Fig. 1: run 1, where the registers sit
Other sequential cells in the stronger gray, the rest of the logic in the fainter gray.
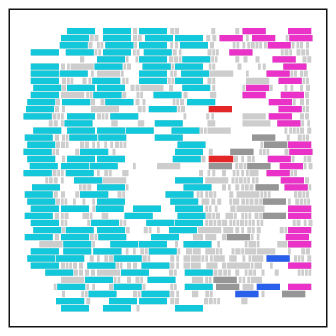
Fig. 2: run 1, pin map
Pins as bars across the die edge, other pins in gray.
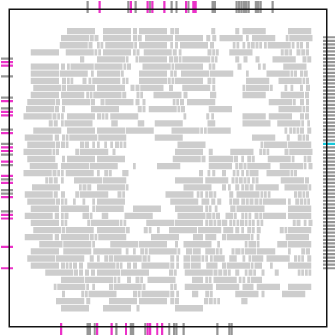
Fig. 3: run 1, routed clock nets over the placement
Scale bar: 20 um.
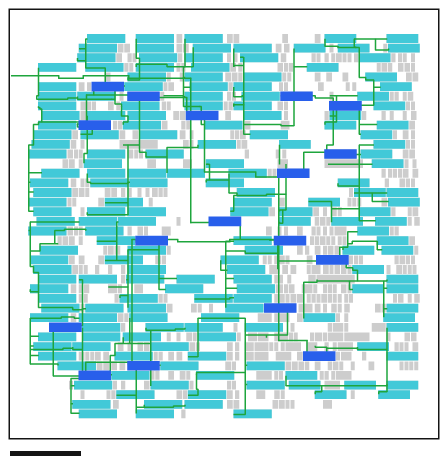
`config.mk`:
```
export PLATFORM = sky130hd
export DESIGN_NAME = crc_sequencer
export DESIGN_NICKNAME = d
export VERILOG_FILES = /design/src/rtl/crc_sequencer.sv
export SDC_FILE = /design/constraint.sdc
export NUM_CORES = 1
export LEC_CHECK = 0
export ABC_AREA = 1
export CAP_MARGIN = 40
export CORE_MARGIN = 5
export CORE_UTILIZATION = 60
export DETAILED_ROUTE_END_ITERATION = 10
export DONT_BUFFER_PORTS = 1
export MAX_ROUTING_LAYER = met4
export PLACE_DENSITY = 0.79
export SLEW_MARGIN = 20
export SYNTH_ARGS = -nofsm -noshare
export SYNTH_HDL_FRONTEND = slang
export SYNTH_SLANG_ARGS = --single-unit
export TNS_END_PERCENT = 20
```
`constraint.sdc`:
```
create_clock -name CLK -period 3.4 [get_ports CLK]
set_input_delay 0.85 -clock CLK [delete_from_list [all_inputs] [get_ports CLK]]
set_output_delay 0.85 -clock CLK [all_outputs]
set_load 0.005 [all_outputs]
```
`src/rtl/crc_sequencer.sv`:
```
// Feeds queued words into an external CRC generator: a small {last,data} FIFO
// in front of a job FSM that pulses crc_reset/crc_start and captures the result.
module crc_sequencer #(
  parameter int WORD_SIZE = 32,
  parameter int DEPTH     = 4
) (
  input  logic                 CLK,
  input  logic                 nRST,
  input  logic                 push,
  input  logic [WORD_SIZE-1:0] word_in,
  input  logic                 last_in,
  input  logic                 orient_in,
  input  logic                 result_ack,
  input  logic                 abort,
  input  logic                 crc_ready,
  input  logic [WORD_SIZE-1:0] crc_data_out,
  output logic                 word_ready,
  output logic [WORD_SIZE-1:0] crc_data_in,
  output logic                 crc_reset,
  output logic                 crc_start,
  output logic                 crc_orient,
  output logic                 busy,
  output logic                 done,
  output logic [WORD_SIZE-1:0] result,
  output logic                 overflow
);
  localparam int PW = $clog2(DEPTH);
  localparam int CW = PW + 1;

  if (DEPTH < 2 || (DEPTH & (DEPTH - 1)) != 0) begin : g_bad_depth
    $error("crc_sequencer: DEPTH must be a power of 2 and >= 2");
  end

  typedef enum logic [2:0] {IDLE, RESET, START, WAIT, HOLD, DONE} state_t;

  state_t               state;
  logic                 wait_first;
  logic [WORD_SIZE:0]   mem [DEPTH];
  logic [PW-1:0]        head, tail;
  logic [CW-1:0]        count, count_after;
  logic                 push_ok, pop, head_last;

  // word_ready comes from the registered count only, so a pop cannot free a slot
  // for a push in the same cycle.
  assign word_ready  = (count != CW'(DEPTH));
  assign push_ok     = push && word_ready && !abort;
  assign pop         = (state == WAIT) && !wait_first && crc_ready && !abort && (count != '0);
  assign head_last   = mem[head][WORD_SIZE];
  assign count_after = count - CW'(1) + CW'(push_ok);
  assign crc_data_in = (count == '0) ? '0 : mem[head][WORD_SIZE-1:0];

  always_ff @(posedge CLK) begin
    if (push_ok) mem[tail] <= {last_in, word_in};
  end

  always_ff @(posedge CLK or negedge nRST) begin
    if (!nRST) begin
      head     <= '0;
      tail     <= '0;
      count    <= '0;
      overflow <= 1'b0;
    end else if (abort) begin
      head     <= '0;
      tail     <= '0;
      count    <= '0;
      overflow <= 1'b0;
    end else begin
      if (push_ok) tail <= tail + PW'(1);
      if (pop)     head <= head + PW'(1);
      count <= count + CW'(push_ok) - CW'(pop);
      if (push && !word_ready) overflow <= 1'b1;
    end
  end

  // Outputs are registered alongside the state so each pulse lines up with its state.
  always_ff @(posedge CLK or negedge nRST) begin
    if (!nRST) begin
      state      <= IDLE;
      wait_first <= 1'b0;
      crc_reset  <= 1'b0;
      crc_start  <= 1'b0;
      crc_orient <= 1'b0;
      busy       <= 1'b0;
      done       <= 1'b0;
      result     <= '0;
    end else begin
      crc_reset <= 1'b0;
      crc_start <= 1'b0;
      if (abort) begin
        state      <= IDLE;
        wait_first <= 1'b0;
        busy       <= 1'b0;
        done       <= 1'b0;
      end else begin
        case (state)
          IDLE: if (count != '0) begin
            state      <= RESET;
            crc_reset  <= 1'b1;
            crc_orient <= orient_in;
            busy       <= 1'b1;
          end
          RESET: begin
            state     <= START;
            crc_start <= 1'b1;
          end
          START: begin
            state      <= WAIT;
            wait_first <= 1'b1;
          end
          WAIT: begin
            wait_first <= 1'b0;
            if (pop) begin
              if (head_last) begin
                state  <= DONE;
                result <= crc_data_out;
                busy   <= 1'b0;
                done   <= 1'b1;
              end else if (count_after != '0) begin
                state     <= START;
                crc_start <= 1'b1;
              end else begin
                state <= HOLD;
              end
            end
          end
          HOLD: if (count != '0) begin
            state     <= START;
            crc_start <= 1'b1;
          end
          DONE: if (result_ack) begin
            state <= IDLE;
            done  <= 1'b0;
          end
          default: begin
            state <= IDLE;
            busy  <= 1'b0;
            done  <= 1'b0;
          end
        endcase
      end
    end
  end
endmodule

```
==> impl_metrics.xml, run 1 <==
<?xml version="1.0" encoding="UTF-8"?>
<metrics>
  <group name="run_status">
    <metric name="status" unit="">completed</metric>
  </group>
  <group name="global_route">
    <metric name="grt.met1_usage" unit="%">24.2</metric>
    <metric name="first_pass_grt_wire_length" unit="um">23800</metric>
    <metric name="grt_pass1_vias" unit="">4781</metric>
    <metric name="gr-total-overflow" unit="">0</metric>
    <metric name="grt.met3_usage" unit="%">8.44</metric>
    <metric name="grt_util_met2" unit="%">36.9</metric>
    <metric name="maximum_number_of_pins_on_one_net_before_global_route_repair" unit="">50</metric>
    <metric name="global_route.usage.total" unit="%">22.0</metric>
  </group>
  <group name="power_and_ir_drop">
    <metric name="power_switching" unit="mW">1.22</metric>
    <metric name="power_report.internal_total" unit="mW">3.82</metric>
    <metric name="seq_power_share" unit="%">52.3</metric>
    <metric name="comb_power_share" unit="%">9.2</metric>
    <metric name="p_sw_share" unit="%">24.2</metric>
    <metric name="power.static_leakage" unit="nW">3.20</metric>
    <metric name="top_power_group" unit="">sequential cells</metric>
  </group>
  <group name="logic_synthesis">
    <metric name="ys_types" unit="">25</metric>
    <metric name="edf_count" unit="">132</metric>
    <metric name="syn_area" unit="sq mm">0.00738</metric>
    <metric name="synth-seq-cells" unit="">181</metric>
    <metric name="syn-instance-count" unit="">665</metric>
    <metric name="top_area_cell" unit="">sky130_fd_sc_hd__edfxtp_1</metric>
    <metric name="postSynth.asyncResetShare" unit="%">27.1</metric>
    <metric name="syn_nets" unit="">746</metric>
    <metric name="yosysChipArea" unit="sq mm">0.00738</metric>
    <metric name="synth.cells.most_frequent" unit="">147 x sky130_fd_sc_hd__nor2_1, 132 x sky130_fd_sc_hd__edfxtp_1, 101 x sky130_fd_sc_hd__nand2_1</metric>
  </group>
  <group name="final_layout">
    <metric name="largest_class" unit="">flip-flops and latches</metric>
    <metric name="antenna-diode-count" unit="">0</metric>
    <metric name="layoutNonFillerInstCount" unit="">840</metric>
    <metric name="num-multi-input-gates" unit="">424</metric>
    <metric name="clock_area_share" unit="%">7.28</metric>
    <metric name="reg.largest.list" unit="">mem: 132 flops, result: 32 flops</metric>
    <metric name="numSequentialCells" unit="">181</metric>
    <metric name="drive_above_1_share" unit="%">8.18</metric>
    <metric name="final.signal_inverter_count" unit="">26</metric>
    <metric name="layout.area.comb" unit="sq mm">0.00195</metric>
    <metric name="num-clock-buffers" unit="">18</metric>
    <metric name="layout.buffer.nonclock.area_share" unit="%">0.833</metric>
    <metric name="nNonClkBuffers" unit="">9</metric>
    <metric name="layout_top_cell" unit="">sky130_fd_sc_hd__nor2_1</metric>
    <metric name="lay_top_cells" unit="">143 x sky130_fd_sc_hd__nor2_1, 132 x sky130_fd_sc_hd__edfxtp_1, 101 x sky130_fd_sc_hd__nand2_1, 74 x sky130_fd_sc_hd__o21ai_0, 48 x sky130_fd_sc_hd__dfrtp_1</metric>
    <metric name="multi_input_gate_share_of_total_cell_area" unit="%">24.0</metric>
  </group>
  <group name="die">
    <metric name="initial_core_util" unit="%">61.2</metric>
    <metric name="placementRows" unit="">40</metric>
    <metric name="chipWidth" unit="um">121</metric>
    <metric name="chipArea" unit="sq mm">0.0146</metric>
    <metric name="die-height" unit="um">121</metric>
    <metric name="well_tap_count" unit="">168</metric>
    <metric name="io_pins" unit="">143</metric>
  </group>
  <group name="drt">
    <metric name="drt_first_pass_iters" unit="">6</metric>
    <metric name="drtAntennaViolNets" unit="">0</metric>
    <metric name="wl_met1" unit="um">5960</metric>
    <metric name="wl_met2" unit="um">7840</metric>
    <metric name="drt-total-wl" unit="um">15400</metric>
    <metric name="dr.first_iter.drc_count" unit="">423</metric>
    <metric name="post_dr_vias_cell" unit="">5.65</metric>
    <metric name="top_layer_used" unit="">met4</metric>
    <metric name="drc" unit="">0</metric>
    <metric name="wl_per_cell" unit="um">18.3</metric>
  </group>
  <group name="critical_path">
    <metric name="cp_slowest_cell" unit="">sky130_fd_sc_hd__dfrtp_2</metric>
    <metric name="critical_path.startpoint_type" unit="">flop</metric>
    <metric name="crit_buf_inv" unit="">1</metric>
    <metric name="ff2ff_setup_slack" unit="ps">790</metric>
    <metric name="cp.required" unit="ps">2550</metric>
    <metric name="crit_type" unit="">reg2out</metric>
    <metric name="total_stage_count_of_the_critical_path" unit="">5</metric>
    <metric name="path_max_fanout" unit="">46</metric>
    <metric name="r2r_end" unit="">result[18]</metric>
    <metric name="critical_path_arrival" unit="ps">2240</metric>
    <metric name="max_stage_delay" unit="ps">640</metric>
    <metric name="crit_path_start" unit="">head[0]</metric>
    <metric name="worst_path_dominant_cell_family" unit="">flip-flops</metric>
    <metric name="timing.critical_path.to_type" unit="">primary output</metric>
    <metric name="most_frequent_cell_on_critical_path" unit="">sky130_fd_sc_hd__nor2_1</metric>
  </group>
  <group name="placed_design">
    <metric name="gp_routability_congestion" unit="">0.799</metric>
    <metric name="numPlacedInstances" unit="">808</metric>
    <metric name="io_buffer_count" unit="">0</metric>
    <metric name="dp_hpwl" unit="um">9270</metric>
  </group>
  <group name="timing">
    <metric name="maxClockFrequency" unit="GHz">0.323</metric>
    <metric name="hold_viol_final" unit="">0</metric>
    <metric name="worst_clock_skew" unit="ps">7.18</metric>
    <metric name="finalSetupViolations" unit="">0</metric>
    <metric name="finalCriticalPeriod" unit="ps">3090</metric>
    <metric name="fin_tns_setup" unit="ps">0</metric>
    <metric name="timing_max_transition_violations_final" unit="">0</metric>
    <metric name="relSlewSlack" unit="%">51.1</metric>
  </group>
  <group name="clocking">
    <metric name="ctsHoldBuffers" unit="">0</metric>
    <metric name="insertion_delay" unit="ps">420</metric>
    <metric name="worst_setup_hold_path_clk_slew" unit="ps">60</metric>
    <metric name="clk_path_buf_depth" unit="">2</metric>
    <metric name="cts_setup_buffers" unit="">0</metric>
    <metric name="cts_tree" unit="">yes</metric>
    <metric name="clock_tree.root_cell" unit="">sky130_fd_sc_hd__clkbuf_16</metric>
  </group>
  <group name="min_path">
    <metric name="worst_hold_path_type" unit="">in2async</metric>
  </group>
</metrics>
Back to the opening pictures, Fig. 1:
- count: blue (sequential cells 3)
- mem: cyan (sequential cells 132)
- head: red (sequential cells 2)
- result: magenta (sequential cells 32; where a column on the right)
- not colored: 12
share of the core filled with cells in the final layout: 67.3%
flop share of the area: 64.0%
power dissipated in sequential cells: 2.64 mW
area taken by flip-flops and latches: 0.00519 sq mm

Back to the opening pictures, Fig. 2:
- crc_reset: cyan (pins 1; direction output; edge east)
- word_in: magenta (pins 32; direction input; edge 16 west, 8 south, 8 north)
- all pins by edge: 66 east, 28 west, 27 north, 22 south

Back to the opening pictures, Fig. 3:
- cells driving clock nets: blue (count 17)
- clock wires: green (length 1830 um)
- flip-flops: cyan (count 181)
- routed clock nets: 18
- flops lie: widely spread

## run 1: through the flow
| step | util [%] | setup WS, ps | area (sq um) | hold WS [ps] |
|---|---|---|---|---|
| floorplan | - | 139 | 7380 | 464 |
| global placement | 62.4 | 765 | 7520 | 486 |
| detailed placement | 62.4 | 699 | 7520 | 492 |
| CTS | 67.3 | 310 | 8110 | 103 |
| global route | 67.3 | 150 | 8110 | 87.9 |
| finish | 67.3 | 307 | 8110 | 120 |
## run 1: cells by family (layout without fill, tap and decap cells)
group | after synthesis | count (layout) | share of synthesized area (%)
simple gates | 302 | 302 | 16.6
compound gates | 111 | 111 | 7.56
flops | 181 | 181 | 70.3
buf+inv | 60 | 67 | 3.71
xor+xnor | 2 | 2 | 0.237
fa+ha+maj | 9 | 9 | 1.63
==> run 2: changes to the inputs <==
--- a/config.mk
+++ b/config.mk
@@ -11,6 +11,7 @@
 export CORE_UTILIZATION = 60
 export DETAILED_ROUTE_END_ITERATION = 10
 export DONT_BUFFER_PORTS = 1
+export GPL_TIMING_DRIVEN = 1
 export MAX_ROUTING_LAYER = met4
 export PLACE_DENSITY = 0.79
 export SLEW_MARGIN = 20
Fig. 4: run 2, pin map
Pins as bars across the die edge, other pins in gray.
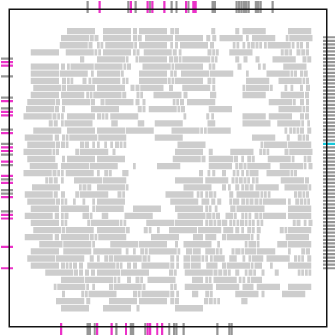
- crc_reset: cyan (pins 1; direction output; edge east)
- word_in: magenta (pins 32; direction input; edge 16 west, 8 south, 8 north)
- all pins by edge: 66 east, 28 west, 27 north, 22 south
Die Ht: 121 um
tally of buffers added on design ports: 0
Die Width: 121 um

==> impl_metrics.xml, run 2 <==
<?xml version="1.0" encoding="UTF-8"?>
<metrics>
  <group name="critical_path">
    <metric name="critical_path.startpoint_type" unit="">flop</metric>
    <metric name="timing.critical_path.to_type" unit="">primary output</metric>
    <metric name="r2r_end" unit="">result[18]</metric>
    <metric name="critical_path_arrival" unit="ps">2240</metric>
    <metric name="crit_type" unit="">reg2out</metric>
    <metric name="path_max_fanout" unit="">46</metric>
    <metric name="ff2ff_setup_slack" unit="ps">790</metric>
  </group>
  <group name="final_layout">
    <metric name="final_area" unit="sq mm">0.00811</metric>
    <metric name="lay_top_cells" unit="">143 x sky130_fd_sc_hd__nor2_1, 132 x sky130_fd_sc_hd__edfxtp_1, 101 x sky130_fd_sc_hd__nand2_1, 74 x sky130_fd_sc_hd__o21ai_0, 48 x sky130_fd_sc_hd__dfrtp_1</metric>
    <metric name="layout.area.comb" unit="sq mm">0.00195</metric>
    <metric name="register_area" unit="sq mm">0.00519</metric>
    <metric name="layout_top_cell" unit="">sky130_fd_sc_hd__nor2_1</metric>
    <metric name="drive_above_1_share" unit="%">8.18</metric>
    <metric name="antenna-diode-count" unit="">0</metric>
    <metric name="reg.largest.list" unit="">mem: 132 flops, result: 32 flops</metric>
  </group>
  <group name="placed_design">
    <metric name="postPlaceCellArea" unit="sq mm">0.00752</metric>
    <metric name="numPlacedInstances" unit="">808</metric>
    <metric name="dp_hpwl" unit="um">9270</metric>
    <metric name="place_ws" unit="ps">699</metric>
  </group>
  <group name="timing">
    <metric name="final.setup.worst_slack" unit="ps">307</metric>
    <metric name="hold_viol_final" unit="">0</metric>
    <metric name="finalCriticalPeriod" unit="ps">3090</metric>
    <metric name="worst_clock_skew" unit="ps">7.18</metric>
    <metric name="fin_tns_setup" unit="ps">0</metric>
    <metric name="finalSetupViolations" unit="">0</metric>
    <metric name="fin_worst_hold_slack" unit="ps">120</metric>
  </group>
  <group name="drt">
    <metric name="drc" unit="">0</metric>
    <metric name="wl_met1" unit="um">5960</metric>
    <metric name="dr.first_iter.drc_count" unit="">423</metric>
    <metric name="top_layer_used" unit="">met4</metric>
    <metric name="drtAntennaViolNets" unit="">0</metric>
    <metric name="drt_first_pass_iters" unit="">6</metric>
    <metric name="post_dr_vias_cell" unit="">5.65</metric>
    <metric name="wl_per_cell" unit="um">18.3</metric>
    <metric name="wl_met2" unit="um">7840</metric>
    <metric name="drt-total-wl" unit="um">15400</metric>
  </group>
  <group name="run_status">
    <metric name="status" unit="">completed</metric>
  </group>
  <group name="clocking">
    <metric name="clock_tree.root_cell" unit="">sky130_fd_sc_hd__clkbuf_16</metric>
    <metric name="ctsHoldBuffers" unit="">0</metric>
    <metric name="worst_setup_hold_path_clk_slew" unit="ps">60</metric>
    <metric name="cts_tree" unit="">yes</metric>
    <metric name="insertion_delay" unit="ps">420</metric>
  </group>
  <group name="die">
    <metric name="io_pins" unit="">143</metric>
    <metric name="chipArea" unit="sq mm">0.0146</metric>
  </group>
  <group name="min_path">
    <metric name="worst_hold_path_type" unit="">in2async</metric>
  </group>
  <group name="global_route">
    <metric name="gr-total-overflow" unit="">0</metric>
    <metric name="first_pass_grt_wire_length" unit="um">23800</metric>
    <metric name="grt.met3_usage" unit="%">8.44</metric>
    <metric name="global_route.usage.total" unit="%">22.0</metric>
  </group>
  <group name="power_and_ir_drop">
    <metric name="seq_power_share" unit="%">52.3</metric>
    <metric name="p_sw_share" unit="%">24.2</metric>
    <metric name="top_power_group" unit="">sequential cells</metric>
    <metric name="comb_power_share" unit="%">9.2</metric>
    <metric name="power_switching" unit="mW">1.22</metric>
    <metric name="power_report.internal_total" unit="mW">3.82</metric>
    <metric name="power.static_leakage" unit="nW">3.20</metric>
  </group>
  <group name="logic_synthesis">
    <metric name="post_synth_xor_area_fraction" unit="%">0.237</metric>
    <metric name="syn_area" unit="sq mm">0.00738</metric>
    <metric name="syn_nets" unit="">746</metric>
    <metric name="synth-seq-cells" unit="">181</metric>
    <metric name="edf_count" unit="">132</metric>
    <metric name="yosysChipArea" unit="sq mm">0.00738</metric>
    <metric name="syn-instance-count" unit="">665</metric>
    <metric name="yosys.area_share.adder" unit="%">1.63</metric>
    <metric name="synth-simple-area-share" unit="%">16.6</metric>
    <metric name="synthMuxAreaShare" unit="%">0</metric>
    <metric name="postSynth.asyncResetShare" unit="%">27.1</metric>
    <metric name="top_area_cell" unit="">sky130_fd_sc_hd__edfxtp_1</metric>
    <metric name="synth.cells.most_frequent" unit="">147 x sky130_fd_sc_hd__nor2_1, 132 x sky130_fd_sc_hd__edfxtp_1, 101 x sky130_fd_sc_hd__nand2_1</metric>
  </group>
</metrics>
Fig. 5: run 2, the clock network
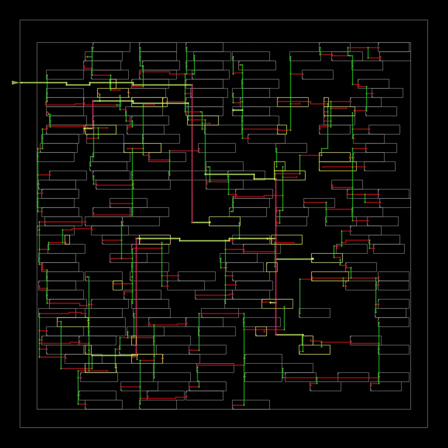
Flop Count: 181
number of sinks driven by the clock tree: 181
clock buf count: 18

## run 2: cell counts after synthesis
Identical to the previous run, type by type.
## run 2: worst max-delay path: stages (launching register included)
cell and delay, ps:
sky130_fd_sc_hd__dfrtp_2 640, sky130_fd_sc_hd__buf_4 530, sky130_fd_sc_hd__nor2_1 90, sky130_fd_sc_hd__nor2_1 100
sky130_fd_sc_hd__o21ai_0 110, sky130_fd_sc_hd__a21oi_1 320
## run 2: layout make-up
| type | instances | area share, % |
|---|---|---|
| sequential | 181 | 64.0 |
| clock buffer | 18 | 5.29 |
| tap | 168 | 2.59 |
| timing repair buffer | 9 | 0.833 |
| multi-input combinational | 424 | 24.0 |
| clock inverter | 14 | 1.99 |
| inverter | 26 | 1.26 |
Power figures rest on the tool's default switching activity, not on a simulated workload.
